==> config.mk <==
export PLATFORM = sky130hd
export DESIGN_NAME = nibble_serial_compare_ctrl_flat
export DESIGN_NICKNAME = d
export VERILOG_FILES = /design/src/rtl/nibble_serial_compare_ctrl_if.sv /design/src/rtl/nibble_serial_compare_ctrl.sv /design/src/flat_wrapper.sv
export SDC_FILE = /design/constraint.sdc
export NUM_CORES = 1
export LEC_CHECK = 0
export ABC_AREA = 1
export ABC_CLOCK_PERIOD_IN_PS = 2300
export CAP_MARGIN = 20
export CORE_MARGIN = 2
export CORE_UTILIZATION = 46
export CTS_CLUSTER_DIAMETER = 30
export DETAILED_ROUTE_END_ITERATION = 7
export GPL_TIMING_DRIVEN = 0
export PLACE_DENSITY = 0.85
export REMOVE_ABC_BUFFERS = 1
export SETUP_SLACK_MARGIN = 0.05
export SLEW_MARGIN = 25
export SYNTH_ARGS = -nofsm -noshare
export SYNTH_HDL_FRONTEND = slang
export SYNTH_SLANG_ARGS = --single-unit
export TNS_END_PERCENT = 20
==> constraint.sdc <==
create_clock -name clk -period 2.3 [get_ports clk]
set_clock_uncertainty 0.2 [all_clocks]
set_input_delay 0.23 -clock clk [delete_from_list [all_inputs] [get_ports clk]]
set_output_delay 0.23 -clock clk [all_outputs]
set_load 0.02 [all_outputs]
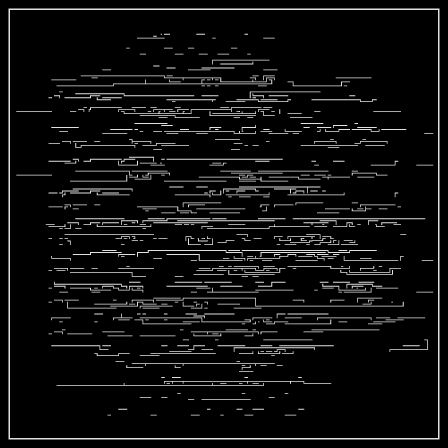
Run 1: the metal 1 layer
share of all routed wire: 45%
nets with wire on the layer: 321
longest straight run: 35.4 um
main direction: horizontal
routed wire length: 4610 um
vias: 1854

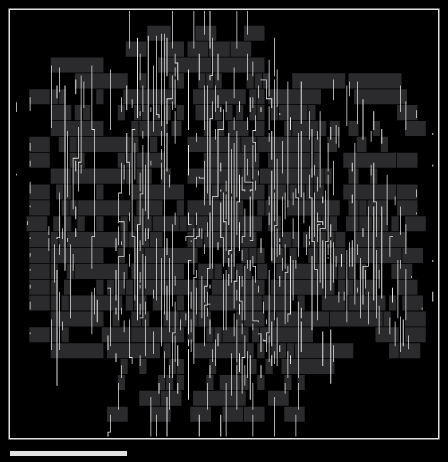
Run 1: metal 2
The bar under the picture is 20 um long. Cells faint in the background.
main direction: vertical
wire length on this layer: 2240 um
nets with wire on the layer: 282
longest straight run: 47.9 um
share of all routed wire: 49%
GR Util met2: 33.0%

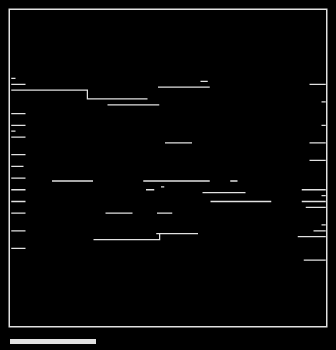
Run 1: the metal 3 layer
The bar under the picture is 20 um long.
wire length on this layer: 228 um
share of all routed wire: 5.0%
nets with wire on the layer: 38
longest straight run: 17.5 um
met3 Use GR: 4.94%

==> flow_summary.ini, run 1 <==
; synthesis and place-and-route metrics
[floorplan]
io_pins = 45
dieHeight_um = 73.3
core_area_um2 = 4690
fp_util_pct = 47.1
die-area_um2 = 5380
die_w_um = 73.3

[placement]
dp_slack_ns = -0.794
port_buffers = 44
hpwlAfterDp_um = 2900
place_area_um2 = 2680
dp_cells = 362
gp_congestion = 0.773

[synth]
ys_warn_count = 0
netlist_area_um2 = 2210
synthAoiAreaFrac_pct = 8.99
yosysUniqueCellTypes = 21
ys_area_um2 = 2210
syn_area_per_cell_um2 = 8.07
ys_sh_mux_pct = 0
synthXorXnorAreaFrac_pct = 0
synth_flops = 47
top_logic_kind = simple AND/OR/NAND/NOR gates
ys_cells = 274
syn_inst = 274
ys_seq_share_pct = 53.2
synthAdderAreaFrac_pct = 3.39

[finish]
final_layout_size_suffix_gt1_share_pct = 9.38
antenna_cells = 0
layoutNonFillerInstCount = 374
fin_nets = 363
area_delta_synth_final_pct = 29.0

[final_timing]
max_freq_mhz = 446
rsz0062_at_grt = true
setup_violations = 0
setup_ws_ns = 0.0572
slew-limit-headroom_pct = 53.7
tightest_slew_ns = 0.694
period_minus_slack_ns = 2.24
drv_slew = 0
final_hold_viol_count = 0
holdWs_ns = 0.265
timing.final.crit_share_pct = 97.5
fin_tns_setup_ns = 0

[setup_path]
crit_top_cell = nand2_1
cp_slowest_cell = dfrtp_2
critPathMaxStageDelay_ns = 0.46
worstSetupPathType = reg -> reg
startpoint_type = flip-flop
cp-end-kind = flip-flop
cp_max_fo = 7
rr_worst_depth = 11
cp_data_required_time_ns = 2.30
reg2reg_slack_ns = 0.06
cp.arrival_ns = 2.24

[power]
power_leakage_nw = 1.42
peakVddDrop_uv = 611
powerDensity_nw_per_um2 = 1330
power_mw = 3.79

[clock_tree]
path_clk_slew_ns = 0.08
cts_root_buffer = clkbuf_8
cts_tree = built
cts.sinks = 47
cts_htree_levels = 2
clk_latency_ns = 0.29
numCtsBuffers = 5
cts_buffer_depth = 2

[route]
drt_iter0_markers = 133
vias_per_cell = 4.96
drc_errors = 0
routedWlPerCell_um = 12.3
first_pass_iters = 5

[global_route]
grt_pass1_wl_um = 7690
grt_pass1_vias = 1817
grt_max_degree = 36
grt_overflow = 0
antenna_found_initial = 0

[outcome]
status = finished, final reports clean

[min_path]
hold_path.class = in -> reg
min_delay_path_depth = 3

[run]
warnings = 26
maxCapViolations = 0
[run 1: where the power goes]
part / total (mW) / switching [mW] / internal (mW)
registers: 1.42 / 0.222 / 1.20
logic: 1.92 / 1.13 / 0.793
clock network: 0.448 / 0.246 / 0.203
[run 1: cell usage after synthesis]
master,instances,area [um2]
nand2_1,133,499
dfrtp_1,47,1180
o21ai_0,18,90.1
inv_1,16,60.1
nor2_1,11,41.3
buf_2,8,40.0
a21oi_1,6,30.0
ha_1,6,75.1
o22ai_1,5,31.3
a32o_1,4,40.0
nor2_2,4,25.0
nand3_1,3,15.0
clkbuf_1,2,7.51
inv_2,2,7.51
nand2_2,2,12.5
nor2_4,2,22.5
a22oi_1,1,7.51
buf_6,1,11.3
clkinv_1,1,3.75
nand3_2,1,10.0
nand4_1,1,6.26
[run 1: cell families (layout without fill, tap and decap cells)]
kind of cell | after synthesis | count (layout)
DFF | 47 | 47
buffers and inverters | 30 | 74
AOI/OAI and AO/OA | 34 | 34
and+or+nand+nor | 157 | 159
adders and majority gates | 6 | 6
[run 1: routing by layer]
layer	GRT usage (%)	part of all wire, %	routed length [um]	vias to the layer above
met3	4.94	5.0	228	6
met4	5.45	1.2	56	0
met1	22.4	45	2080	845
met5	0	0	0	-
li1	-	-	-	952
met2	33.0	49	2240	51
[run 1: worst max-delay path, delay by kind of cell (launching register included)]
family / cells / cell delay (ns)
adder cells (fa/ha/maj): 1 / 0.29
flip-flops: 1 / 0.46
buffers and inverters: 1 / 0.20
AND-OR/OR-AND: 1 / 0.30
AND/OR/NAND/NOR: 8 / 0.68
[run 1: cells in the final DEF, fill, tap and decap left out, drive strengths merged]
cell	instances
nand3	5
o21ai	18
inv	17
clkdlybuf4s50	43
nor2	18
dfrtp	47
o22ai	5
clkbuf	6
ha	6
clkinv	1
a21oi	6
nand2	135
a32o	4
dlygate4sd3	1
a22oi	1
nand4	1
clkinvlp	2
buf	4
[run 1: final cells by class]
class | instances | area [um2]
Clock buffer | 6 | 72.6
Fill cell | 400 | 1840
Inverter | 19 | 80.1
Multi-Input combinational cell | 199 | 947
Sequential cell | 47 | 1180
Tap cell | 54 | 67.6
Timing Repair Buffer | 48 | 500
Timing Repair inverter | 1 | 7.51
[run 1: what timing repair did]
action / in CTS / in global routing
hold buffers: 1 / 0
hold endpoints to repair: 26 / 0
buffers inserted: 2 / 0
cloned: 2 / 1
pin swaps: 2 / 1
resized: 8 / 3
setup endpoints to repair: 10 / 41
## Run 2: what changed since run 1
- PLACE_DENSITY: 0.85 -> 0.81
==> run 2 against run 1 <==
  * The run now ends with negative setup slack left
  * Count of clock-buffer cells in the layout rose by 2
  * Sequential power barely moved
  * Area after synthesis did not move
  * Critical path depth did not move
  * Power rose by 13%
  * Utilization rose by 3.5 points
  * First-iteration DRC count fell by 11%
  * Cell area rose by 5.8%
  * Sequential share of layout area fell by 2.3 points
==> flow_summary.ini, run 2 <==
; synthesis and place-and-route metrics
[run]
warnings = 27
maxCapViolations = 0

[synth]
synth.top_cells.by_count = nand2_1, dfrtp_1, o21ai_0
ys_async_sr_fraction_pct = 100
ys_warn_count = 0
ys_cells = 274
netlist_area_um2 = 2210
ys_area_um2 = 2210
syn_area_per_cell_um2 = 8.07
top_cell_area_share_pct = 53.2
synth_top_cell_by_count = nand2_1
syn_inst = 274
edf_count = 0
ys_seq_share_pct = 53.2

[clock_tree]
cts_root_buffer = clkbuf_8
cts_htree_levels = 2
clk_latency_ns = 0.30
numCtsBuffers = 5
path_clk_slew_ns = 0.08
cts_buffer_depth = 2
cts_tree = built

[setup_path]
crit_top_cell = nor2_2
critPathMaxStageDelay_ns = 0.47
path_cells = buf_8, o21ai_0, o22ai_2, ha_4, nand4_1, buf_4, nand2_1, nand3_1, nor2_1, nor2_2, nor2_2
cp.arrival_ns = 2.36
worstSetupPathType = reg -> reg
cp_data_required_time_ns = 2.34
cp_slowest_cell = dfrtp_2
reg2reg_slack_ns = -0.02
cp-end-kind = flip-flop

[floorplan]
dieHeight_um = 73.3
fp_util_pct = 47.1
die-area_um2 = 5380
core_area_um2 = 4690

[finish]
antenna_cells = 0
area_delta_synth_final_pct = 36.5
num-fill-cells = 407
lay_top_cells = nand2_1, dfrtp_1, clkdlybuf4s50_1, inv_1
logic_area_um2 = 1030
fin_nets = 370
final_layout_size_suffix_gt1_share_pct = 15.8
layout_top_cell = nand2_1
seqCellArea_um2 = 1180

[placement]
place_area_um2 = 2680
port_buffers = 44
hpwlAfterDp_um = 2940
gp_congestion = 0.775

[final_timing]
timing.final.crit_share_pct = 101
max_freq_mhz = 432
slew-limit-headroom_pct = 50.2
setup_ws_ns = -0.0152
tightest_slew_ns = 0.745
final_hold_viol_count = 0
drv_slew = 0
setup_violations = 1

[power]
power_leakage_nw = 1.50
powerDensity_nw_per_um2 = 1410
peakVddDrop_uv = 610

[global_route]
grt_pass1_wl_um = 8270
grt_overflow = 0
antenna_found_initial = 0

[route]
drt_iter0_markers = 119
routedWlPerCell_um = 13.1
drc_errors = 0
vias_per_cell = 5.08

[outcome]
status = finished with violations
violations = negative setup slack

[min_path]
hold_path.class = in -> async
-- run 2: cell types whose count changed in the layout (fill, tap and decap cells not counted), moves of 3 or more --
cell	before	now
buf_4	1	6
o22ai_1	5	2
o22ai_2	0	3
nand2_1	133	130
o21ai_0	17	11
o21ai_1	1	6
-- run 2: worst max-delay path, delay by kind of cell (launching register included) --
family | cells | cell delay (ns)
buffers and inverters | 2 | 0.35
AND/OR/NAND/NOR | 6 | 0.56
flip-flops | 1 | 0.47
AND-OR/OR-AND | 2 | 0.37
adder cells (fa/ha/maj) | 1 | 0.30
-- run 2: where the power goes --
part	switching, mW	internal [mW]	total [mW]
combinational	1.30	0.997	2.30
sequential	0.230	1.20	1.43
clock	0.264	0.274	0.538
-- run 2: timing repair --
action	CTS	global route
gates cloned	2	1
endpoints found under the setup margin	11	42
hold buffers	1	0
endpoints found under the hold margin	18	0
gates resized	13	23
setup buffers	7	2
pin swaps	11	11
-- run 2: cell families after synthesis --
group / Yosys count / synth area share, %
simple gates: 157 / 28.6
flops: 47 / 53.2
compound gates: 34 / 8.99
buf+inv: 30 / 5.88
fa+ha+maj: 6 / 3.39
-- run 2: metrics by stage --
step	instances	power, mW	utilization [%]	setup TNS (ns)	hold WS, ns
2_1_floorplan	263	2.60	-	-1.36	-0.266
3_3_place_gp	361	3.06	56.7	-26.55	0.248
3_5_place_dp	362	3.15	57.0	-9.30	-0.00132
4_1_cts	380	3.97	62.3	0	0.217
5_1_grt	383	4.61	64.3	-0.223	0.263
6_report	383	4.27	64.3	-0.0152	0.204
-- run 2: cell type report --
type | instances | area share, %
timing repair buffer | 55 | 18.4
multi-input combinational | 199 | 34.0
clock buffer | 8 | 3.32
tap | 54 | 2.24
sequential | 47 | 39.0
inverter | 19 | 2.74
timing repair inverter | 1 | 0.249
-- run 2: routing by layer --
metal	GRT usage (%)	wire length [um]	vias up
met3	3.84	293	14
li1	-	-	972
met5	0	0	-
met4	7.88	92	0
met1	25.8	2220	903
met2	33.1	2410	57
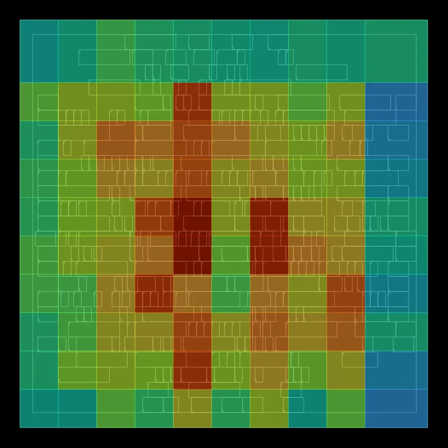
Run 2: track usage over the die
met3 Use GR: 3.84%
GR Util met2: 33.1%

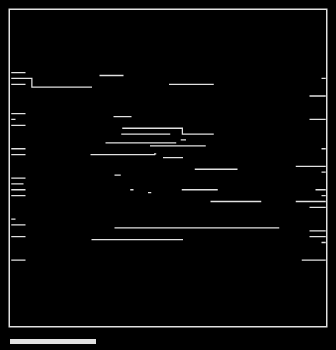
Run 2: the metal 3 layer
The bar under the picture is 20 um long.
vias: 1946
routed wire length: 5010 um

Power figures rest on the tool's default switching activity, not on a simulated workload.
